$ cat src/rtl/tc_pl_gate_ctrl_pkg.sv
// Shared definitions for the gate controller and its GPIO glue:
// the FSM state encoding and the default widths and guard length.
package tc_pl_gate_ctrl_pkg;

  typedef enum logic [1:0] {
    ST_IDLE  = 2'd0,
    ST_OPEN  = 2'd1,
    ST_GUARD = 2'd2
  } gate_state_t;

  localparam int unsigned TOP0_0_DEF = 3;
  localparam int unsigned LDD0_0_DEF = 32;
  localparam int unsigned GUARD_DEF  = 16;

endpackage

$ cat src/rtl/tc_pl_edge_det.sv
// Two-flop rising-edge detector with synchronous active-low clear.
// The first flop is the registered copy of the input; the second holds its previous value.
module tc_pl_edge_det (
  input  logic clk,
  input  logic rst,
  input  logic din,
  output logic evt
);

  logic stage_r;
  logic prev_r;

  always_ff @(posedge clk) begin
    if (!rst) begin
      stage_r <= 1'b0;
      prev_r  <= 1'b0;
    end else begin
      stage_r <= din;
      prev_r  <= stage_r;
    end
  end

  assign evt = stage_r & ~prev_r;

endmodule

$ cat src/rtl/tc_pl_gate_ctrl.sv
// Gate controller: edge-detected open/close commands drive a timed or held
// channel window, followed by a fixed guard interval.
module tc_pl_gate_ctrl
  import tc_pl_gate_ctrl_pkg::*;
#(
  parameter int unsigned TOP0_0 = TOP0_0_DEF,
  parameter int unsigned LDD0_0 = LDD0_0_DEF,
  parameter int unsigned GUARD  = GUARD_DEF
) (
  input  logic              clk125,
  input  logic              rst,
  input  logic [TOP0_0-1:0] Gc_com_wdis,
  input  logic [LDD0_0-1:0] Gc_com_plus,
  input  logic              Gc_com_open,
  input  logic              Gc_com_close,
  output logic [TOP0_0-1:0] Gc_wdis,
  output logic              Gc_busy
);

  localparam int unsigned GW = (GUARD > 1) ? $clog2(GUARD + 1) : 1;

  logic [TOP0_0-1:0] mask_r;
  logic [LDD0_0-1:0] plus_r;
  logic              open_evt;
  logic              close_evt;

  gate_state_t       state, state_n;
  logic [TOP0_0-1:0] mask_q, mask_n;
  logic [LDD0_0-1:0] cnt, cnt_n;
  logic [GW-1:0]     gcnt, gcnt_n;
  logic [TOP0_0-1:0] wdis_q;
  logic              busy_q;

  // Stage R for the data words; open/close get theirs inside the edge detectors.
  always_ff @(posedge clk125) begin
    if (!rst) begin
      mask_r <= '0;
      plus_r <= '0;
    end else begin
      mask_r <= Gc_com_wdis;
      plus_r <= Gc_com_plus;
    end
  end

  tc_pl_edge_det u_open_det (
    .clk (clk125),
    .rst (rst),
    .din (Gc_com_open),
    .evt (open_evt)
  );

  tc_pl_edge_det u_close_det (
    .clk (clk125),
    .rst (rst),
    .din (Gc_com_close),
    .evt (close_evt)
  );

  always_ff @(posedge clk125) begin
    if (!rst) begin
      state  <= ST_IDLE;
      mask_q <= '0;
      cnt    <= '0;
      gcnt   <= '0;
      wdis_q <= '0;
      busy_q <= 1'b0;
    end else begin
      state  <= state_n;
      mask_q <= mask_n;
      cnt    <= cnt_n;
      gcnt   <= gcnt_n;
      wdis_q <= (state == ST_OPEN) ? mask_q : '0;
      busy_q <= (state != ST_IDLE);
    end
  end

  // A zero cnt while OPEN means a hold window: a timed window always leaves at cnt == 1.
  always_comb begin
    state_n = state;
    mask_n  = mask_q;
    cnt_n   = cnt;
    gcnt_n  = gcnt;
    unique case (state)
      ST_IDLE: begin
        if (open_evt && (mask_r != '0)) begin
          mask_n  = mask_r;
          cnt_n   = plus_r;
          state_n = ST_OPEN;
        end
      end
      ST_OPEN: begin
        if (close_evt) begin
          cnt_n   = '0;
          gcnt_n  = GW'(GUARD);
          state_n = ST_GUARD;
        end else if (open_evt && (mask_r != '0)) begin
          mask_n = mask_r;
          cnt_n  = plus_r;
        end else if (cnt == LDD0_0'(1)) begin
          cnt_n   = '0;
          gcnt_n  = GW'(GUARD);
          state_n = ST_GUARD;
        end else if (cnt != '0) begin
          cnt_n = cnt - LDD0_0'(1);
        end
      end
      ST_GUARD: begin
        if (gcnt <= GW'(1)) begin
          gcnt_n  = '0;
          state_n = ST_IDLE;
        end else begin
          gcnt_n = gcnt - GW'(1);
        end
      end
      default: state_n = ST_IDLE;
    endcase
  end

  assign Gc_wdis = wdis_q;
  assign Gc_busy = busy_q;

endmodule

$ cat config.mk
export PLATFORM = sky130hd
export DESIGN_NAME = tc_pl_gate_ctrl
export DESIGN_NICKNAME = d
export VERILOG_FILES = /design/src/rtl/tc_pl_gate_ctrl_pkg.sv /design/src/rtl/tc_pl_edge_det.sv /design/src/rtl/tc_pl_gate_ctrl.sv
export SDC_FILE = /design/constraint.sdc
export NUM_CORES = 1
export LEC_CHECK = 0
export CORE_MARGIN = 4
export CORE_UTILIZATION = 35
export CTS_CLUSTER_SIZE = 14
export DETAILED_ROUTE_END_ITERATION = 8
export PLACE_DENSITY_LB_ADDON = 0.1
export SETUP_SLACK_MARGIN = 0.02
export SYNTH_ARGS = -nofsm -noshare
export SYNTH_HDL_FRONTEND = slang
export SYNTH_SLANG_ARGS = --single-unit
$ cat constraint.sdc
create_clock -name clk125 -period 5.65 [get_ports clk125]
set_input_delay 1.13 -clock clk125 [delete_from_list [all_inputs] [get_ports clk125]]
set_output_delay 1.13 -clock clk125 [all_outputs]
set_load 0.05 [all_outputs]
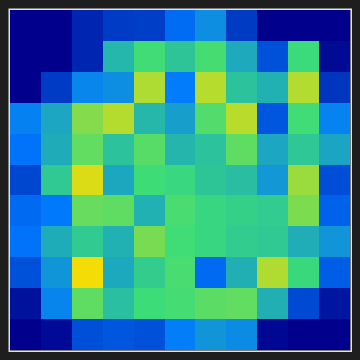
run_1/cell_density.png
Drawn at 3 px/µm. 11 x 11 tiles, from dark blue (low) to red (high), 0 to 100% covered.
densest ninth of the die: middle
emptiest ninth of the die: top left
fullest tile: 74%
mean over tiles: 34%
nearly empty tiles: 9.9%

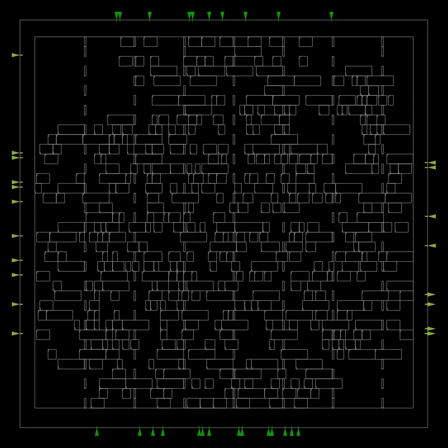
run_1/placement.png
tap cells: 140
sequential share of cell area: 0.373
post-layout util: 0.419
flip-flops: 85

==> changes_impl.md, run 1 <==
### Implementation results

* Outcome: finished clean
* Non-clock buffering overhead at 0.0960
* Critical path class: flop to flop
* Synth Area per Inst at 8.93 µm²
* Worst Path Max Fanout at 20
* Share of power burned in combinational logic at 0.448
* Initial antenna violation count at 0
* Combinational logic power at 887 µW
* Hold path start: mask_q[0]
* Cell Type Count at 55
* # IOs at 43
* # nets final at 516
* Final Max Tran Viols at 0
* Wire per inst at 16.3 µm
* Final hold viol count at 0
* Leak Pwr at 0.00171 µW
* Synth warnings at 0
* R2r startpoint: cnt[15]
* Routed Antenna Nets at 0
* CTS Buf Count at 9
* Worst-case clock skew at 0.00738 ns
* Net Sw Frac at 0.413
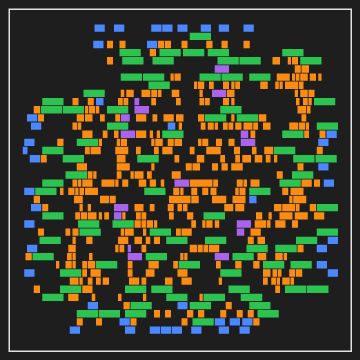
run_1/placement_by_type.png
Drawn at 3 px/µm.
[purple] clock drivers and dummy loads | cells: 16 | share of their area: 4.0%
[green] sequential cells | cells: 85 | share of their area: 39%
[orange] combinational and other logic | cells: 326 | share of their area: 47%
[blue] remaining buffers and delay cells | cells: 45 | share of their area: 10%

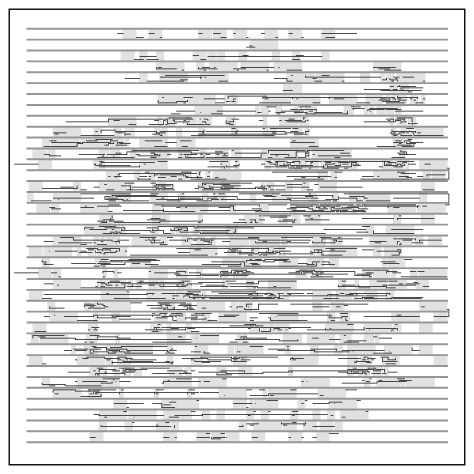
run_1/layer_met1.png
Drawn at 4 px/µm. Supply wires on this layer in gray.
nets with wire on the layer: 468
longest straight run: 37.3 µm

## run 1: sequential cells by signal, summed over array words and instances (netlist names)
name / cells
u_close_det.prev_r: 1
cnt: 32
u_open_det.stage_r: 1
plus_r: 32
u_open_det.prev_r: 1
Gc_wdis: 3
mask_r: 3
mask_q: 3
gcnt: 5
u_close_det.stage_r: 1
state: 2
Gc_busy: 1
## run 1: path summary, 6_finish.rpt
path | end | cells after the start
min | mask_q[0] | 2
min reg2reg | mask_q[0] | 2
max | cnt[31] | 6
max reg2reg | cnt[31] | 6
## run 1: critical path: cells and delay by family, from the launching register on
kind	cells	cell delay, ns
flops	1	0.38
simple gates	4	1.87
compound gates	2	0.74
==> run 2: changes to the inputs <==
Clock period 5.65 ns to 3.16 ns, I/O delays scaled along.
==> run 2 against run 1 <==
Clock power rose by 97%. Final area grew 3.6%. Global-route usage is 0.62 points higher. Power up 87%. Via count up 1.1%.
==> changes_impl.md, run 2 <==
### Implementation results

* Outcome: finished clean (unchanged)
* # IOs at 43 (unchanged)
* Buf/Inv on CP at 1 (was 0)
* R2r startpoint: cnt[26] (was cnt[15])
* Routed Antenna Nets at 0 (unchanged)
* Wire per inst at 16.2 µm (was 16.3 µm)
* Worst reg-to-reg path cell count at 7 (was 6)
* Synth warnings at 0 (unchanged)
* Hold path start: mask_q[2] (was mask_q[0])
* Worst-case clock skew at 0.0141 ns (was 0.00738 ns)
* Synth Area per Inst at 8.93 µm² (unchanged)
* Delay-heaviest family, CP: simple AND/OR/NAND/NOR gates (unchanged)
* WP depth at 7 (was 6)
* Final Max Tran Viols at 0 (unchanged)
* CTS Buf Count at 9 (unchanged)
* Crit path capture: cnt[22] (was cnt[31])
* Critical path class: flop to flop (unchanged)
* Hold Crit Endpoint: mask_q[2] (was mask_q[0])
* Cell Type Count at 55 (unchanged)
* Initial antenna violation count at 0 (unchanged)
* Leak Pwr at 0.00181 µW (was 0.00171 µW)
* # nets final at 533 (was 516)
run 2: where the power goes:
part	internal, µW	leakage (µW)	switching, µW
Clock	367	0.0000954	404
Combinational	676	0.00102	1020
Sequential	1170	0.000697	76.9
Total	2210	0.00181	1500
run 2: cell families (layout without fill, tap and decap cells):
kind of cell | count (synthesis) | after routing | synth area share
AOI/OAI and AO/OA | 115 | 115 | 0.208
adders and majority gates | 10 | 10 | 0.0321
buffers and inverters | 34 | 87 | 0.0408
DFF | 85 | 85 | 0.437
muxes | 3 | 3 | 0.00803
and+or+nand+nor | 189 | 189 | 0.274
run 2: cell type report:
type | count | area share
clock buffer | 9 | 0.0262
clock inverter | 7 | 0.0162
inverter | 9 | 0.00715
multi-input combinational | 317 | 0.431
sequential | 85 | 0.360
tap | 140 | 0.0371
timing repair buffer | 62 | 0.122
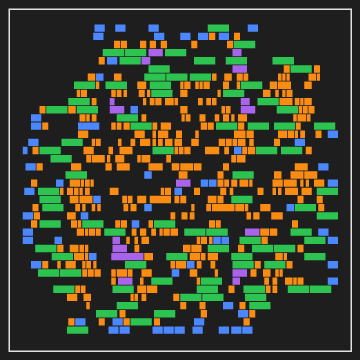
run_2/placement_by_type.png
Drawn at 3 px/µm.
[purple] clock drivers and dummy loads | cells: 16 | share of their area: 4.4%
[green] sequential cells | cells: 85 | share of their area: 37%
[orange] combinational and other logic | cells: 326 | share of their area: 46%
[blue] remaining buffers and delay cells | cells: 62 | share of their area: 13%

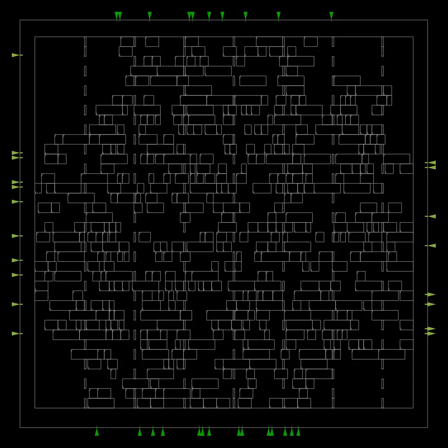
run_2/placement.png
CORE AREA: 10,900 µm²
post-layout util: 0.434

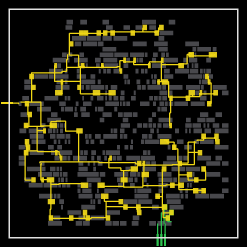
run_2/io_fan.png
Drawn at 2 px/µm.
[green] Gc_com_wdis | direction: input | edge: bottom | end cells: 3 | buffers: 3 | wire: 39.3 µm
[yellow] rst | direction: input | edge: left | end cells: 94 | buffers: 5 | wire: 954 µm

==> run 3: changes to the inputs <==
Settings changed: ABC_CLOCK_PERIOD_IN_PS set to 3160, SKIP_CTS_REPAIR_TIMING set to 1.
==> run 3 against run 2 <==
Non-clock buffer count is the same. First-iteration DRC count is the same. Combinational power is essentially flat. Synthesized area is the same. Die area is the same. Flip-flop count is the same. Synthesized cell count is the same. Utilization is the same. Hold slack is the same. Wire length is the same. Largest cell class unchanged.
==> changes_impl.md, run 3 <==
### Implementation results

* Outcome: finished clean (unchanged)
* Clock net power at 771 µW (about the same)
* MI comb cells at 317 (unchanged)
* Non-clock buffering overhead at 0.122 (unchanged)
* AND/OR/NAND/NOR Cells, Area Fraction at 0.274 (unchanged)
* Clock power frac at 0.208 (about the same)
* Biggest consumer: combinational cells (unchanged)
* Sequential group share of total power at 0.336 (about the same)
* R2r startpoint: cnt[26] (unchanged)
* Largest regs: cnt (32), plus_r (32), gcnt (5) (unchanged)
* Final Max Tran Viols at 0 (unchanged)
* Sequential share of cell area at 0.360 (unchanged)
* Delay-heaviest family, CP: simple AND/OR/NAND/NOR gates (unchanged)
* Worst reg-to-reg path cell count at 7 (unchanged)
* Synth warnings at 0 (unchanged)
* CTS Buf Count at 9 (unchanged)
* Buffers, non-clock at 62 (unchanged)
* Cell Type Count at 55 (unchanged)
* Xor/xnor share at 0 (unchanged)
* Yosys aoi share at 0.208 (unchanged)
* # nets final at 533 (unchanged)
* Synth Area per Inst at 8.93 µm² (unchanged)
* Internal power at 2210 µW (unchanged)
* # IOs at 43 (unchanged)
* Combinational logic power at 1690 µW (about the same)
* Flip-flops at 85 (unchanged)
* Invs w/o clock at 9 (unchanged)
* Seq pwr at 1240 µW (about the same)
* Leak Pwr at 0.00181 µW (unchanged)
[run 3: cell counts after synthesis]
Identical to the previous run, type by type.
[run 3: per-stage QoR]
step	utilization	power, µW	cell area, µm²
2_1_floorplan	-	2450	3890
3_3_place_gp	0.416	2950	4530
3_5_place_dp	0.416	2950	4530
4_1_cts	0.434	3730	4730
5_1_grt	0.434	3980	4730
6_report	0.434	3710	4730
[run 3: how the worst min path moves through the flow]
stage	from	endpoint	slack, ns	cells past startpoint
after floorplan	u_close_det.stage_r	u_close_det.prev_r	0.43	1
after global placement	mask_q[0]	mask_q[0]	0.45	2
after detailed placement	mask_q[0]	mask_q[0]	0.45	2
after CTS	u_close_det.stage_r	u_close_det.prev_r	0.46	1
after global routing	mask_q[0]	mask_q[0]	0.49	2
final	mask_q[2]	mask_q[2]	0.46	2
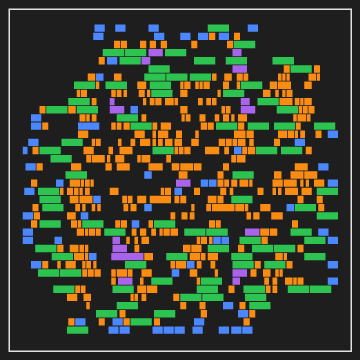
run_3/placement_by_type.png
Drawn at 3 px/µm.
[purple] clock drivers and dummy loads | cells: 16 | share of their area: 4.4%
[blue] remaining buffers and delay cells | cells: 62 | share of their area: 13%
[green] sequential cells | cells: 85 | share of their area: 37%
[orange] combinational and other logic | cells: 326 | share of their area: 46%

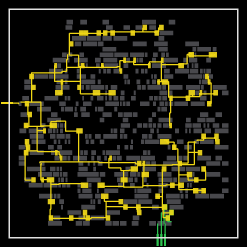
run_3/io_fan.png
Drawn at 2 px/µm.
[yellow] rst | direction: input | edge: left | end cells: 94 | buffers: 5 | wire: 954 µm
[green] Gc_com_wdis | direction: input | edge: bottom | end cells: 3 | buffers: 3 | wire: 39.3 µm

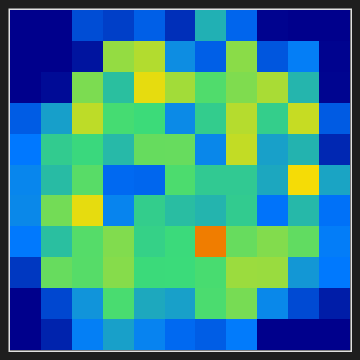
run_3/cell_density.png
Drawn at 3 px/µm. 11 x 11 tiles, from dark blue (low) to red (high), 0 to 100% covered.
emptiest ninth of the die: top left
fullest tile: 86%
tiles over 75% full: 0.80%

Power is estimated from default activity; no workload was simulated.
